### M1 wires, run 1

Drawn at 4 px/um. Supply wires on this layer in gray.
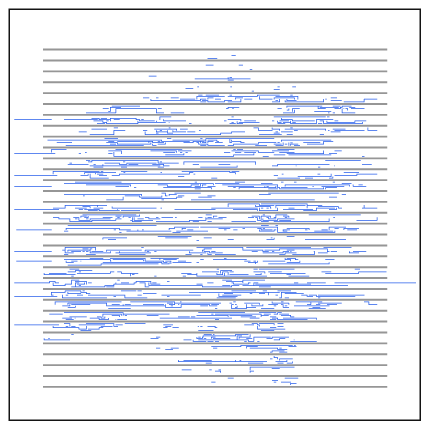
### The metal 2 layer, run 1

Drawn at 3 px/um. Cells faint in the background.
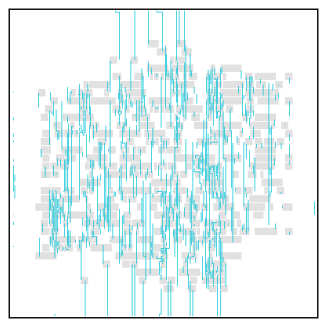
### M3 wires, run 1

Drawn at 4 px/um.
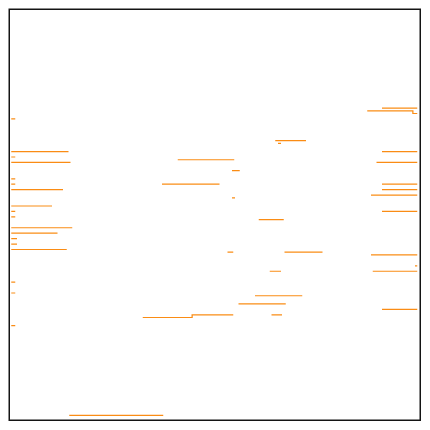
### Placement view, run 1

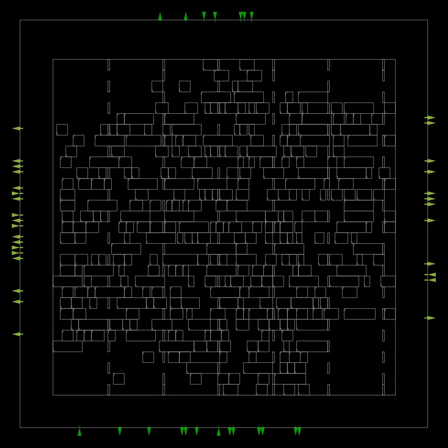
File: config.mk
export PLATFORM = sky130hd
export DESIGN_NAME = pattern_resp_compactor
export DESIGN_NICKNAME = d
export VERILOG_FILES = /design/src/rtl/pattern_resp_compactor.sv
export SDC_FILE = /design/constraint.sdc
export NUM_CORES = 1
export LEC_CHECK = 0
export ABC_AREA = 0
export ABC_CLOCK_PERIOD_IN_PS = 2200
export CAP_MARGIN = 10
export CORE_MARGIN = 8
export CORE_UTILIZATION = 35
export DETAILED_ROUTE_END_ITERATION = 8
export SYNTH_ARGS = -nofsm -noshare
export SYNTH_HDL_FRONTEND = slang
export SYNTH_SLANG_ARGS = --single-unit
File: constraint.sdc
create_clock -name blif_clk_net -period 2.2 [get_ports blif_clk_net]
set_clock_uncertainty 0.2 [all_clocks]
set_input_delay 0.55 -clock blif_clk_net [delete_from_list [all_inputs] [get_ports blif_clk_net]]
set_output_delay 0.55 -clock blif_clk_net [all_outputs]
set_load 0.05 [all_outputs]
File: src/rtl/pattern_resp_compactor.sv
// rtl/pattern_resp_compactor.sv - windowed MISR signature and stuck-bit compactor for pattern responses
//
// Captures one RESP_W-bit response vector per resp_valid cycle over a window of
// SAMPLES vectors. It folds the vectors into a SIG_W-bit MISR and tracks which
// response bits never toggled. Both results are then offered on a valid/ready port.
//
// Ports:
//   blif_clk_net    in   clock, rising edge
//   blif_reset_net  in   synchronous active-high reset
//   start           in   begin a window (IDLE only)
//   resp_in         in   response vector, G42_1 at bit 0
//   resp_valid      in   resp_in qualifier
//   busy            out  window running or result held
//   sample_cnt      out  vectors accepted in the current window
//   sig_out         out  MISR register
//   stuck_mask      out  1 = bit never toggled in the window (valid with sig_valid)
//   sig_valid       out  result available
//   sig_ready       in   result consumed
module pattern_resp_compactor #(
  parameter int                RESP_W  = 9,
  parameter int                SIG_W   = 16,
  parameter logic [SIG_W-1:0]  POLY    = 16'h1021,
  parameter logic [SIG_W-1:0]  SEED    = 16'h0000,
  parameter int                SAMPLES = 256,
  localparam int               CW      = $clog2(SAMPLES + 1)
) (
  input  logic              blif_clk_net,
  input  logic              blif_reset_net,
  input  logic              start,
  input  logic [RESP_W-1:0] resp_in,
  input  logic              resp_valid,
  output logic              busy,
  output logic [CW-1:0]     sample_cnt,
  output logic [SIG_W-1:0]  sig_out,
  output logic [RESP_W-1:0] stuck_mask,
  output logic              sig_valid,
  input  logic              sig_ready
);

  typedef enum logic [1:0] {IDLE, RUN, HOLD} state_t;

  state_t            state;
  logic [RESP_W-1:0] prev;
  logic [RESP_W-1:0] toggled;

  logic [SIG_W-1:0]  sig_next;
  logic [RESP_W-1:0] toggled_next;
  logic              last_vec;

  always_comb begin
    sig_next     = {sig_out[SIG_W-2:0], 1'b0} ^ (sig_out[SIG_W-1] ? POLY : '0) ^ SIG_W'(resp_in);
    // The first vector of a window has no predecessor, so it cannot toggle anything.
    toggled_next = (sample_cnt == '0) ? toggled : (toggled | (resp_in ^ prev));
    last_vec     = (sample_cnt == CW'(SAMPLES - 1));
  end

  always_ff @(posedge blif_clk_net) begin
    if (blif_reset_net) begin
      state      <= IDLE;
      busy       <= 1'b0;
      sig_valid  <= 1'b0;
      sample_cnt <= '0;
      sig_out    <= '0;
      stuck_mask <= '0;
      prev       <= '0;
      toggled    <= '0;
    end else begin
      case (state)
        IDLE: begin
          if (start) begin
            state      <= RUN;
            busy       <= 1'b1;
            sig_out    <= SEED;
            sample_cnt <= '0;
            toggled    <= '0;
          end
        end
        RUN: begin
          if (resp_valid) begin
            sig_out    <= sig_next;
            sample_cnt <= sample_cnt + CW'(1);
            prev       <= resp_in;
            toggled    <= toggled_next;
            // The final vector's toggle is folded into the mask on the same edge.
            if (last_vec) begin
              state      <= HOLD;
              sig_valid  <= 1'b1;
              stuck_mask <= ~toggled_next;
            end
          end
        end
        HOLD: begin
          if (sig_ready) begin
            state     <= IDLE;
            sig_valid <= 1'b0;
            busy      <= 1'b0;
          end
        end
        default: state <= IDLE;
      endcase
    end
  end

endmodule
==> impl_metrics.tcl, run 1 <==
# flow metrics
set metrics [dict create \
    synthMuxAreaShare_pct 1.533 \
    clock-sinks 56 \
    crit_type "primary input to register" \
    logic_gates 212 \
    lay_top_cells "58 x buf_4, 49 x dfxtp_1, 43 x a21oi_1, 31 x nand2_1, 27 x o21ai_0" \
    whs_ns 0.2594 \
    syn_area_per_cell_sq_um 8.733 \
    hp-class "register to register" \
    seq-power_mw 1.05 \
    grt_pass1_wl_mm 11.41 \
    grt_max_degree 39 \
    grt_pass1_vias 2279 \
    wl_met2_mm 2.942 \
    ys_sh_xor_pct 6.948 \
    status "finished clean" \
    grt_antenna_before_repair 0 \
    timing.rr.start "sample_cnt[0]$_SDFFE_PP0P_" \
    stage_log_warnings 27 \
    fmax_mhz 492.9 \
    logic_area_sq_um 1375 \
    critPathCaptureType "register" \
    yosys.area_share.simple_pct 21.37 \
    slew_viol_final 0 \
    critical-path-top-delay-family "buffers and inverters" \
    post-place-ws_ns -0.1782 \
    post_synth_instance_area_sq_um 2611 \
    route.detailed.drc 0 \
    h-tree-depth 2 \
    seqPwrFrac_pct 55.2 \
    yosysUniqueCellTypes 38 \
    max_slew_margin_pct 58.38 \
    internal_power_mw 1.362 \
    top_layer_used "met4" \
    most_common_cell "dfxtp_1" \
    hold_end "stuck_mask[5]$_SDFFE_PP0P_" \
    synthArstFlopShare_pct 0 \
    dominant_cells "combinational gates" \
    power_clock_mw 0.600 \
    num_io_pins 50 \
    wl_per_cell_um 14.86 \
    cts_buffer_depth 2 \
    top_register "sig_out" \
    wirelength_met1_mm 3.419 \
    first_pass_iters 4 \
]
Notes on 'M1 wires' above:
share of all routed wire: 50%
main direction: horizontal
GR Util met1: 18.86%
Post-Route WL: 6.821 mm

Notes on 'The metal 2 layer' above:
wire length on this layer: 2940 um
main direction: vertical
longest straight run: 47.3 um
met2 track demand over resource: 19.94%
via count: 2375

Notes on 'M3 wires' above:
share of all routed wire: 4.9%
longest straight run: 23.2 um
global-route met3 utilization: 3.270%

Notes on 'Placement view' above:
# Taps: 99
Final Core Density: 46.54%
fill cell count: 711

==> run 2, diff against run 1 <==
--- a/config.mk
+++ b/config.mk
@@ -7,9 +7,10 @@
 export LEC_CHECK = 0
 export ABC_AREA = 0
 export ABC_CLOCK_PERIOD_IN_PS = 2200
-export CAP_MARGIN = 10
+export CAP_MARGIN = 30
 export CORE_MARGIN = 8
 export CORE_UTILIZATION = 35
+export CTS_CLUSTER_DIAMETER = 150
 export DETAILED_ROUTE_END_ITERATION = 8
 export SYNTH_ARGS = -nofsm -noshare
 export SYNTH_HDL_FRONTEND = slang
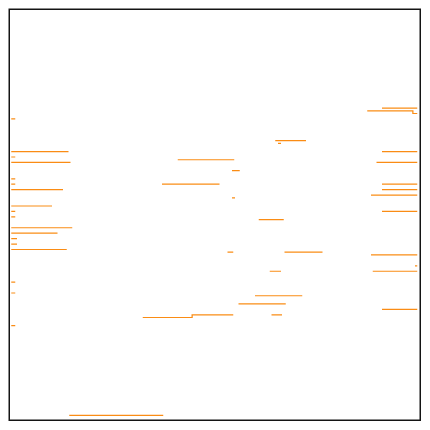
*M3 wires, run 2*
Drawn at 4 px/um.
longest straight run: 23.2 um
main direction: horizontal

==> run 2 against run 1 <==
Net effect:
- setup slack did not move
- total power did not move
- register-to-register slack barely moved
- clock power barely moved
- fmax did not move
- combinational power barely moved
- critical path depth did not move
- sequential share of layout area did not move
- area after synthesis did not move
==> impl_metrics.tcl, run 2 <==
# flow metrics
set metrics [dict create \
    grt_antenna_before_repair 0 \
    max_slew_margin_pct 58.38 \
    routed-via-count 2375 \
    seq-power_mw 1.05 \
    synthMuxAreaShare_pct 1.533 \
    grt_pass1_vias 2279 \
    hold_end "stuck_mask[5]$_SDFFE_PP0P_" \
    seqPwrFrac_pct 55.2 \
    top_layer_used "met4" \
    postSynthCellCount 299 \
    post_synth_instance_area_sq_um 2611 \
    status "finished clean" \
    synthArstFlopShare_pct 0 \
    fmax_mhz 492.9 \
    comb_share_pct 40.73 \
    critical-path-top-delay-family "buffers and inverters" \
    path_max_fanout 14 \
    place_inst 451 \
    num-clock-buffers 5 \
    wl_per_cell_um 14.86 \
    gr-usage-met1_pct 18.86 \
    ys_sh_xor_pct 6.948 \
    most_common_cell "dfxtp_1" \
    yosys.area_share.simple_pct 21.37 \
    critPathCaptureType "register" \
    grt_pass1_wl_mm 11.41 \
    logic_gates 212 \
    h-tree-depth 2 \
    yosysTopAreaCell "dfxtp_1" \
    final_util_pct 46.54 \
    yosysUniqueCellTypes 38 \
    lay_top_cells "58 x buf_4, 49 x dfxtp_1, 43 x a21oi_1, 31 x nand2_1, 27 x o21ai_0" \
    top_register "sig_out" \
    clock-sinks 56 \
    use_met3_pct 3.270 \
    num_io_pins 50 \
    grt_max_degree 39 \
    syn_area_per_cell_sq_um 8.733 \
    whs_ns 0.2594 \
    hp-class "register to register" \
    nWellTaps 99 \
    stage_log_warnings 27 \
    logic_area_sq_um 1375 \
    cp_num_buf_inv 2 \
    dominant_cells "combinational gates" \
    wirelength_met1_mm 3.419 \
    route.detailed.drc 0 \
    timing.rr.start "sample_cnt[0]$_SDFFE_PP0P_" \
    crit_type "primary input to register" \
    routed_wl_mm 6.821 \
    fillers 711 \
    cts_buffer_depth 2 \
    gr-usage-met2_pct 19.94 \
    rsz0062_at_grt "false" \
    post-place-ws_ns -0.1782 \
    slew_viol_final 0 \
]
==> run 3, diff against run 2 <==
--- a/config.mk
+++ b/config.mk
@@ -7,7 +7,6 @@
 export LEC_CHECK = 0
 export ABC_AREA = 0
 export ABC_CLOCK_PERIOD_IN_PS = 2200
-export CAP_MARGIN = 30
 export CORE_MARGIN = 8
 export CORE_UTILIZATION = 35
 export CTS_CLUSTER_DIAMETER = 150
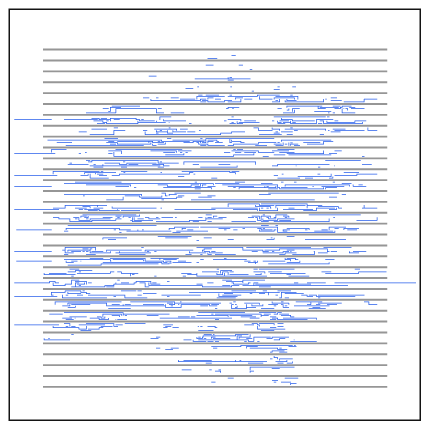
*M1 wires, run 3*
Drawn at 4 px/um. Supply wires on this layer in gray.
share of all routed wire: 50%
main direction: horizontal
longest straight run: 37.3 um
nets with wire on the layer: 342

==> run 3 against run 2 <==
Net effect:
- global-route usage unchanged
- cell area unchanged
- clock-buffer cell count unchanged
- critical endpoint unchanged
- sequential power about the same
==> impl_metrics.tcl, run 3 <==
# flow metrics
set metrics [dict create \
    internal_power_mw 1.362 \
    fillers 711 \
    nWellTaps 99 \
    stage_log_warnings 27 \
    dominant_cells "combinational gates" \
    critPathCaptureType "register" \
    post_synth_instance_area_sq_um 2611 \
    critical-path-top-delay-family "buffers and inverters" \
    final_util_pct 46.54 \
    yosysUniqueCellTypes 38 \
    routed_wl_mm 6.821 \
    postSynthCellCount 299 \
    grt_pass1_wl_mm 11.41 \
    status "finished clean" \
    top_layer_used "met4" \
    synthMuxAreaShare_pct 1.533 \
    top_register "sig_out" \
    seq-power_mw 1.05 \
    slew_viol_final 0 \
    logic_gates 212 \
    yosys.area_share.simple_pct 21.37 \
    num_io_pins 50 \
    syn_area_per_cell_sq_um 8.733 \
    first_pass_iters 4 \
    p_leak_nw 1.243 \
    cts_tree "yes" \
    route.detailed.drc 0 \
    whs_ns 0.2594 \
    num-clock-buffers 5 \
    rsz0062_at_grt "false" \
    drt_iter0_markers 125 \
    gr-usage-met2_pct 19.94 \
    grt_antenna_before_repair 0 \
    hold_end "stuck_mask[5]$_SDFFE_PP0P_" \
    ys_sh_xor_pct 6.948 \
    wl_per_cell_um 14.86 \
    place_inst 451 \
    fmax_mhz 492.9 \
    wirelength_met1_mm 3.419 \
    logic_area_sq_um 1375 \
    wl_met2_mm 2.942 \
    lay_top_cells "58 x buf_4, 49 x dfxtp_1, 43 x a21oi_1, 31 x nand2_1, 27 x o21ai_0" \
    use_met3_pct 3.270 \
    synthArstFlopShare_pct 0 \
    power_clock_mw 0.600 \
    cts_buffer_depth 2 \
    comb_share_pct 40.73 \
    yosysTopAreaCell "dfxtp_1" \
    path_max_fanout 14 \
    clock-sinks 56 \
    synthTopCellsByCount "56 x dfxtp_1, 43 x a21oi_1, 31 x nand2_1" \
]
Power figures rest on the tool's default switching activity, not on a simulated workload.
